==> config.mk <==
export PLATFORM = sky130hd
export DESIGN_NAME = uart_rx_fifo
export DESIGN_NICKNAME = d
export VERILOG_FILES = /design/src/rtl/uart_pkg.sv /design/src/rtl/sync_fifo.sv /design/src/rtl/uart_rx_fifo.sv
export SDC_FILE = /design/constraint.sdc
export NUM_CORES = 1
export LEC_CHECK = 0
export ABC_AREA = 1
export CORE_MARGIN = 3
export CORE_UTILIZATION = 45
export CTS_CLUSTER_DIAMETER = 80
export DETAILED_ROUTE_END_ITERATION = 12
export GPL_ROUTABILITY_DRIVEN = 1
export GPL_TIMING_DRIVEN = 0
export PLACE_DENSITY = 0.62
export SLEW_MARGIN = 20
export SYNTH_ARGS = -nofsm -noshare
export SYNTH_HDL_FRONTEND = slang
export SYNTH_SLANG_ARGS = --single-unit
==> constraint.sdc <==
create_clock -name clk -period 3.9 [get_ports clk]
set_input_delay 0.78 -clock clk [delete_from_list [all_inputs] [get_ports clk]]
set_output_delay 0.78 -clock clk [all_outputs]
set_load 0.01 [all_outputs]
==> src/rtl/uart_pkg.sv <==
// rtl/uart_pkg.sv - shared constants, FSM state type and pointer-width helper for the UART receive buffer
//
// Contents:
//   UART_DATA_WIDTH  default width of one received byte
//   rx_fifo_state_t  presentation FSM states {IDLE, PRESENT, WAIT_ACK}
//   addr_width()     pointer width for a FIFO of a given depth
package uart_pkg;

  localparam int UART_DATA_WIDTH = 8;

  typedef enum logic [1:0] {
    IDLE     = 2'd0,
    PRESENT  = 2'd1,
    WAIT_ACK = 2'd2
  } rx_fifo_state_t;

  // A depth of 1 would give a zero-width pointer; clamp to 1 bit.
  function automatic int addr_width(input int depth);
    return (depth > 1) ? $clog2(depth) : 1;
  endfunction

endpackage

==> src/rtl/sync_fifo.sv <==
// rtl/sync_fifo.sv - single-clock FIFO with count, full and empty flags
//
// Ports:
//   clk          system clock, rising edge
//   rst_n        asynchronous active-low reset (pointers and count)
//   i_push       write i_push_data this cycle; caller guarantees not full unless popping
//   i_push_data  byte to store
//   i_pop        remove the head this cycle; caller guarantees not empty
//   o_pop_data   current head of the FIFO (valid while not empty)
//   o_full       count equals DEPTH
//   o_empty      count equals zero
//   o_count      number of stored entries, 0..DEPTH
module sync_fifo
  import uart_pkg::*;
#(
  parameter int DATA_WIDTH = UART_DATA_WIDTH,
  parameter int DEPTH      = 8
) (
  input  logic                          clk,
  input  logic                          rst_n,
  input  logic                          i_push,
  input  logic [DATA_WIDTH-1:0]         i_push_data,
  input  logic                          i_pop,
  output logic [DATA_WIDTH-1:0]         o_pop_data,
  output logic                          o_full,
  output logic                          o_empty,
  output logic [addr_width(DEPTH):0]    o_count
);

  localparam int ADDR_W = addr_width(DEPTH);

  logic [DATA_WIDTH-1:0] r_mem [DEPTH];
  logic [ADDR_W-1:0]     r_wr_ptr;
  logic [ADDR_W-1:0]     r_rd_ptr;
  logic [ADDR_W:0]       r_count;

  // Storage has no reset: contents are meaningless until written.
  always_ff @(posedge clk) begin
    if (i_push) begin
      r_mem[r_wr_ptr] <= i_push_data;
    end
  end

  // DEPTH is a power of two, so pointers wrap by natural overflow.
  always_ff @(posedge clk or negedge rst_n) begin
    if (!rst_n) begin
      r_wr_ptr <= '0;
      r_rd_ptr <= '0;
      r_count  <= '0;
    end else begin
      if (i_push) begin
        r_wr_ptr <= r_wr_ptr + 1'b1;
      end
      if (i_pop) begin
        r_rd_ptr <= r_rd_ptr + 1'b1;
      end
      if (i_push && !i_pop) begin
        r_count <= r_count + 1'b1;
      end else if (i_pop && !i_push) begin
        r_count <= r_count - 1'b1;
      end
    end
  end

  assign o_pop_data = r_mem[r_rd_ptr];
  assign o_full     = (r_count == (ADDR_W + 1)'(DEPTH));
  assign o_empty    = (r_count == '0);
  assign o_count    = r_count;

endmodule

==> src/rtl/uart_rx_fifo.sv <==
// rtl/uart_rx_fifo.sv - UART receive buffer presenting bytes to the CPU one at a time with interrupt/ack handshake
//
// Optional build macro: UART_RX_FIFO_LEVEL_INT_EN
//   defined   - cpu_int is a level, high from the presentation until the ack edge
//   undefined - cpu_int is a single-cycle pulse per presented byte
//
// Ports:
//   clk             system clock, rising edge
//   rst_n           asynchronous active-low reset
//   uart_byte       received byte, valid with uart_strobe
//   uart_strobe     one-cycle "byte received" pulse
//   cpu_data        byte currently presented to the CPU
//   cpu_int         interrupt to the CPU
//   cpu_end_read    CPU acknowledge; only its rising edge matters
//   fifo_count      bytes stored, not counting the presented byte
//   overflow        sticky: a byte was dropped because the FIFO was full
//   clear_overflow  synchronous clear of overflow
module uart_rx_fifo
  import uart_pkg::*;
#(
  parameter int DATA_WIDTH = UART_DATA_WIDTH,
  parameter int DEPTH      = 8,
  parameter int ADDR_W     = addr_width(DEPTH)
) (
  input  logic                  clk,
  input  logic                  rst_n,
  input  logic [DATA_WIDTH-1:0] uart_byte,
  input  logic                  uart_strobe,
  output logic [DATA_WIDTH-1:0] cpu_data,
  output logic                  cpu_int,
  input  logic                  cpu_end_read,
  output logic [ADDR_W:0]       fifo_count,
  output logic                  overflow,
  input  logic                  clear_overflow
);

  rx_fifo_state_t r_state;
  rx_fifo_state_t w_next_state;

  logic [DATA_WIDTH-1:0] r_cpu_data;
  logic                  r_cpu_int;
  logic                  r_overflow;
  logic                  r_cpu_end_read_q;

  logic                  w_pop;
  logic                  w_push;
  logic                  w_drop;
  logic                  w_ack_rise;
  logic                  w_int_next;
  logic                  w_fifo_full;
  logic                  w_fifo_empty;
  logic [DATA_WIDTH-1:0] w_head;
  logic [ADDR_W:0]       w_count;

  assign w_ack_rise = cpu_end_read & ~r_cpu_end_read_q;

  // A full FIFO still accepts a byte when the FSM frees a slot in the same cycle.
  assign w_push = uart_strobe & (~w_fifo_full | w_pop);
  assign w_drop = uart_strobe & w_fifo_full & ~w_pop;

  sync_fifo #(
    .DATA_WIDTH (DATA_WIDTH),
    .DEPTH      (DEPTH)
  ) u_fifo (
    .clk         (clk),
    .rst_n       (rst_n),
    .i_push      (w_push),
    .i_push_data (uart_byte),
    .i_pop       (w_pop),
    .o_pop_data  (w_head),
    .o_full      (w_fifo_full),
    .o_empty     (w_fifo_empty),
    .o_count     (w_count)
  );

  always_ff @(posedge clk or negedge rst_n) begin
    if (!rst_n) begin
      r_state <= IDLE;
    end else begin
      r_state <= w_next_state;
    end
  end

  always_comb begin
    w_next_state = r_state;
    w_pop        = 1'b0;
    unique case (r_state)
      IDLE: begin
        if (!w_fifo_empty) begin
          w_pop        = 1'b1;
          w_next_state = PRESENT;
        end
      end
      PRESENT: begin
        w_next_state = WAIT_ACK;
      end
      WAIT_ACK: begin
        if (w_ack_rise) begin
          w_next_state = IDLE;
        end
      end
      default: begin
        w_next_state = IDLE;
      end
    endcase
  end

  // cpu_int is registered, so it rises on the edge that ends PRESENT.
`ifdef UART_RX_FIFO_LEVEL_INT_EN
  assign w_int_next = (r_state == PRESENT) |
                      (r_cpu_int & ~((r_state == WAIT_ACK) & w_ack_rise));
`else
  assign w_int_next = (r_state == PRESENT);
`endif

  always_ff @(posedge clk or negedge rst_n) begin
    if (!rst_n) begin
      r_cpu_data       <= '0;
      r_cpu_int        <= 1'b0;
      r_overflow       <= 1'b0;
      r_cpu_end_read_q <= 1'b0;
    end else begin
      r_cpu_end_read_q <= cpu_end_read;
      r_cpu_int        <= w_int_next;
      if (w_pop) begin
        r_cpu_data <= w_head;
      end
      // A drop beats a simultaneous clear so no loss goes unreported.
      if (w_drop) begin
        r_overflow <= 1'b1;
      end else if (clear_overflow) begin
        r_overflow <= 1'b0;
      end
    end
  end

  assign cpu_data   = r_cpu_data;
  assign cpu_int    = r_cpu_int;
  assign fifo_count = w_count;
  assign overflow   = r_overflow;

endmodule

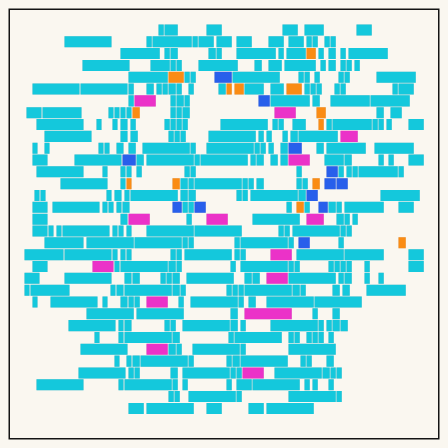
Fig. 1. Cell sizes after repair (run 1).
magenta -> drive 6 and up  # cells 14, share 3.3%, most used clkbuf_8
cyan -> drive 1 or less  # cells 385, share 91%, most used nand2_1
orange -> drive 2  # cells 13, share 3.1%, most used buf_2
blue -> drive 3 to 4  # cells 12, share 2.8%, most used buf_4

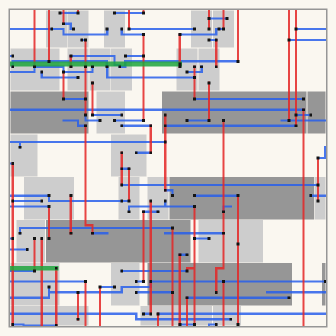
Fig. 2. Zoomed window (run 1).
Region (64, 64) to (84, 84) um. Cells in grey, sequential cells in the stronger grey; small squares are vias.
green -> met3
blue -> met1
red -> met2
most frequent = nand2_1 (6), dfrtp_1 (5), inv_1 (4)
sequential cells in the window = 5
cells with their middle in the window = 26
netlist names of flops here include = `u_fifo.o_count` (2), `u_fifo.r_rd_ptr` (2)

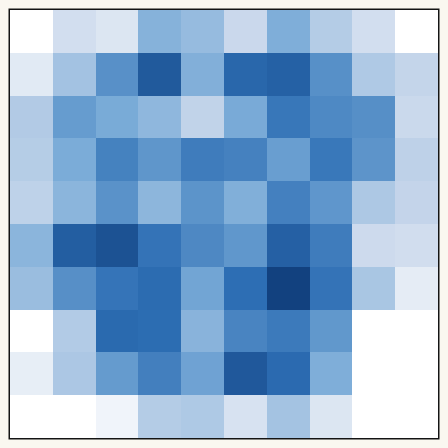
Fig. 3. Cell area per tile (run 1).
The die is cut into 10 by 10 equal tiles; white is low, dark blue is high, 0 to 100% covered.
emptiest ninth of the die = lower right
densest ninth of the die = centre
mean over tiles = 45%
tiles over 75% full = 13%
fullest tile = 93%
nearly empty tiles = 11%

==> Slide: Implementation Results, run 1 <==
Physical Implementation Snapshot

Final timing
  • Clock Skew: approximately 0.0074 ns
  • Setup violators final: 0
  • Period utilization: 62.1%

GRT
  • Global Route Usage Sum: 18.1%
  • Vias in the first global route: 2,470
  • Initial antenna violation count: 0

Layout
  • Inverters: 63
  • Flop share of the area: 56.3%
  • Non-Clock Buffer Count: 40
  • Final Cell Area: 4440 um^2
  • FF/Latch Area: 2500 um^2

Setup path
  • Worst EP arrival: 2.68 ns
  • CP Capture Point: u_fifo.o_count[3]
  • Maximum fanout along the worst path: 9
  • Critical-path cell list: clkdlybuf4s50_1 -> nand2_4 -> inv_2 -> ha_1 -> inv_1 -> ha_1 -> or2_2 -> nand3_1 -> nand2_1 -> nand2_1 -> nand2_1
  • Top delay family on crit path: buffers and inverters

Synthesis
  • Synth top area cells: edfxtp_1, dfrtp_1, nand2_1, nand3_1, inv_1
  • Syn nets: 401
  • Yosys cell count: 382
  • Synth Seq Share: 65.0%
  • Flip-flops with a built-in enable: 64

Pwr
  • Total power: between 0.003 and 0.004 W
  • P per Cell Area: approximately 760 nW/um^2

Placement
  • Inst Count DP: 513
  • Detailed placer's ending HPWL: 5.38 mm
  • Area after DPL: 4240 um^2

Routing
  • Wirelength, routed: 8.24 mm
  • Top routing layer in use: met4
  • Detailed Routing Iterations Pass 1: 4
  • Residual DRC: 0

Outcome
  • Outcome: finished clean

Min path
  • Worst Hold Class: input port to async pin

Job
  • Max Cap Viol: 0

Floorplanning
  • Die Span X: just under 100 um
[run 1: registers in the layout, summed over array words and instances (netlist names)]
signal / flops
u_fifo.r_mem: 64
cpu_data: 8
u_fifo.o_count: 4
u_fifo.r_rd_ptr: 3
u_fifo.r_wr_ptr: 3
r_state: 2
cpu_int: 1
overflow: 1
r_cpu_end_read_q: 1
[run 1: cell usage after synthesis (2+ instances only)]
library cell and instances:
nand2_1 126, edfxtp_1 64, inv_1 58, nand3_1 58
dfrtp_1 23, nor2_1 13, buf_4 7, ha_1 5
buf_2 3, inv_2 3, buf_6 2, inv_4 2
nand2_2 2, o21ai_0 2, o21ai_1 2, xnor2_1 2
xor2_1 2
## Run 2: what changed since run 1
- PLACE_DENSITY: 0.62 -> 0.64
- clock period: 3.9 -> 2.1 ns (I/O delays scaled with it)
==> run 2 against run 1 <==
Net effect:
- register-to-register slack worse by 1.5 ns
- global-route usage shrank 1.9 points
- clock-buffer cell count decreased by 1
- critical endpoint unchanged
- clock skew is 0.0036 ns higher
- combinational power up 100%
- hold slack worse by 0.36 ns
==> Slide: Implementation Results, run 2 <==
Physical Implementation Snapshot

Final timing
  • Setup violators final: 0 (unchanged)
  • Period utilization: 94.7%
  • Clock Skew: 0.0109 ns (+0.00358 ns)

Layout
  • Top reg by flops: u_fifo.r_mem
  • Flop share of the area: 54.6% (-1.7 points)
  • Final Cell Area: 4580 um^2 (+3.1%)
  • Inverters: 63 (unchanged)
  • FF/Latch Area: 2500 um^2 (+0.10%)
  • Non-Clock Buffer Count: 55 (+38%)

Min path
  • Worst Hold Class: input port to async pin

Synthesis
  • Syn nets: 401 (unchanged)
  • Top cells by count: nand2_1, edfxtp_1, inv_1, nand3_1, dfrtp_1
  • Synth Seq Share: 65.0% (unchanged)
  • Synth top area cells: edfxtp_1, dfrtp_1, nand2_1, nand3_1, inv_1
  • Yosys cell count: 382 (unchanged)
  • Flip-flops with a built-in enable: 64 (unchanged)
  • Cell with the most instances after synthesis: nand2_1

Setup path
  • CP Capture Point: u_fifo.o_count[3]
  • Maximum fanout along the worst path: 4 (-5)
  • Top delay family on crit path: simple AND/OR/NAND/NOR gates
  • Worst EP arrival: 2.24 ns (-0.44 ns)
  • Critical-path cell list: nor2_2 -> nand3_2 -> nand2_2 -> nand2_4 -> nand2_4 -> inv_2 -> ha_4 -> inv_2 -> ha_1 -> or2_4 -> nand3_1 -> nand2_1 -> nand2_1 -> nand2_1

Floorplanning
  • Die Span X: 98.4 um (unchanged)
  • FP Util: 46.5%

Routing
  • Wirelength, routed: 7.52 mm (-8.7%)
  • Detailed Routing Iterations Pass 1: 4 (unchanged)

Placement
  • Inst Count DP: 513 (unchanged)
  • Area after DPL: 4240 um^2 (about the same)
  • Detailed placer's ending HPWL: 5.14 mm (-4.6%)

Outcome
  • Outcome: finished clean

GRT
  • Initial antenna violation count: 0 (unchanged)
  • Vias in the first global route: 2,364 (-4.3%)

Pwr
  • Total power: 0.00643 W (+90%)

Clock network
  • CTS Root Cell: clkbuf_8

Job
  • Max Cap Viol: 0 (unchanged)
## run 2: cell counts after synthesis
No cell type changed its count.
## run 2: cells by family (layout without fill, tap and decap cells)
kind of cell | count (synthesis) | count (layout)
buffers and inverters | 77 | 134
xor gates and xnor gates | 4 | 4
adders and majority gates | 6 | 6
and+or+nand+nor | 203 | 203
AOI/OAI and AO/OA | 5 | 5
DFF | 87 | 87
## run 2: power by group through the flow
stage	combinational [W]	sequential (W)	clock, W
CTS	0.00273	0.00243	0.00114
floorplan	0.00169	0.00252	0
global placement	0.00250	0.00248	0
detailed placement	0.00255	0.00249	0
global route	0.00320	0.00248	0.00121
finish	0.00286	0.00244	0.00113
## run 2: routing by layer
metal / part of all wire, % / vias up
li1: - / 1324
met1: 47 / 1184
met2: 45 / 66
met3: 6.4 / 10
met4: 1.6 / 0
met5: 0 / -
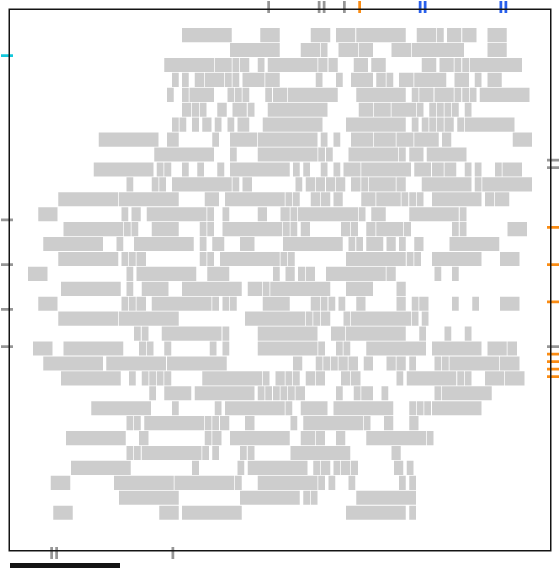
Fig. 4. Ports around the boundary (run 2).
Scale bar: 20 um. Pins as bars across the die edge, other pins in grey.
orange -> `cpu_data`  # pins 8, direction output, edge 7 right, 1 top
blue -> `fifo_count`  # pins 4, direction output, edge top
cyan -> `clk`  # pins 1, direction input, edge left

## Run 3: what changed since run 2
- CAP_MARGIN: not set -> 10
==> run 3 against run 2 <==
Net effect:
- final area unchanged
- core utilization unchanged
- clock skew unchanged
- wire length unchanged
- global-route usage unchanged
- die size unchanged
- area after synthesis unchanged
- flip-flop count unchanged
- final cell count unchanged
- power unchanged
==> Slide: Implementation Results, run 3 <==
Physical Implementation Snapshot

Synthesis
  • Syn nets: 401 (unchanged)
  • Yosys cell count: 382 (unchanged)
  • Flip-flops with a built-in enable: 64 (unchanged)
  • Cell with the most instances after synthesis: nand2_1

Placement
  • Detailed placer's ending HPWL: 5.14 mm (unchanged)

Routing
  • Metal2 WL: 3.37 mm (unchanged)
  • WL met3: 478 um (unchanged)
  • Wl on met1: 3.56 mm (unchanged)
  • Detailed Routing Iterations Pass 1: 4 (unchanged)
  • Top routing layer in use: met4
  • Wirelength, routed: 7.52 mm (unchanged)

Pwr
  • Total power: 0.00643 W (unchanged)
  • Seq power: 0.00244 W (about the same)
  • Logic power comb: 0.00286 W (about the same)

Floorplanning
  • FP Util: 46.5% (unchanged)

Outcome
  • Outcome: finished clean

Final timing
  • Clock Skew: 0.0109 ns (unchanged)
  • Period utilization: 94.7% (unchanged)
  • Setup violators final: 0 (unchanged)

Job
  • Max Cap Viol: 0 (unchanged)

Layout
  • Top reg by flops: u_fifo.r_mem
  • Inverters: 63 (unchanged)

GRT
  • Initial antenna violation count: 0 (unchanged)
  • Vias in the first global route: 2,364 (unchanged)

Setup path
  • Top delay family on crit path: simple AND/OR/NAND/NOR gates
  • Maximum fanout along the worst path: 4 (unchanged)
  • Critical-path cell list: nor2_2 -> nand3_2 -> nand2_2 -> nand2_4 -> nand2_4 -> inv_2 -> ha_4 -> inv_2 -> ha_1 -> or2_4 -> nand3_1 -> nand2_1 -> nand2_1 -> nand2_1

Min path
  • Worst Hold Class: input port to async pin
run 3: cell counts after synthesis:
No cell type changed its count.
run 3: stage by stage:
step | TNS, ns | instance area, um^2
floorplan | 0 | 3850
global placement | -4.89 | 4240
detailed placement | -5.54 | 4240
CTS | 0 | 4520
global route | -0.0253 | 4580
finish | 0 | 4580
run 3: worst paths after layout:
path | from | to | cells past startpoint
worst min register to register | r_state[1] | cpu_int | 1
worst max-delay path | u_fifo.o_count[0] | u_fifo.o_count[3] | 14
worst min-delay path | rst_n | cpu_int | 1
min in group clk | r_state[1] | cpu_int | 1
max in group asynchronous | rst_n | u_fifo.o_count[0] | 1
worst max register to register | u_fifo.o_count[0] | u_fifo.o_count[3] | 14
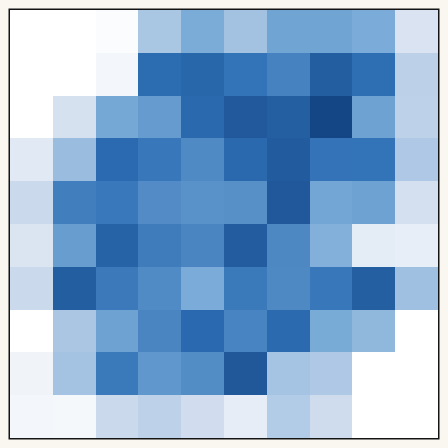
Fig. 5. Cell area per tile (run 3).
The die is cut into 10 by 10 equal tiles; white is low, dark blue is high, 0 to 100% covered.
emptiest ninth of the die = upper left
nearly empty tiles = 12%
mean over tiles = 46%

Power is estimated from default activity; no workload was simulated.
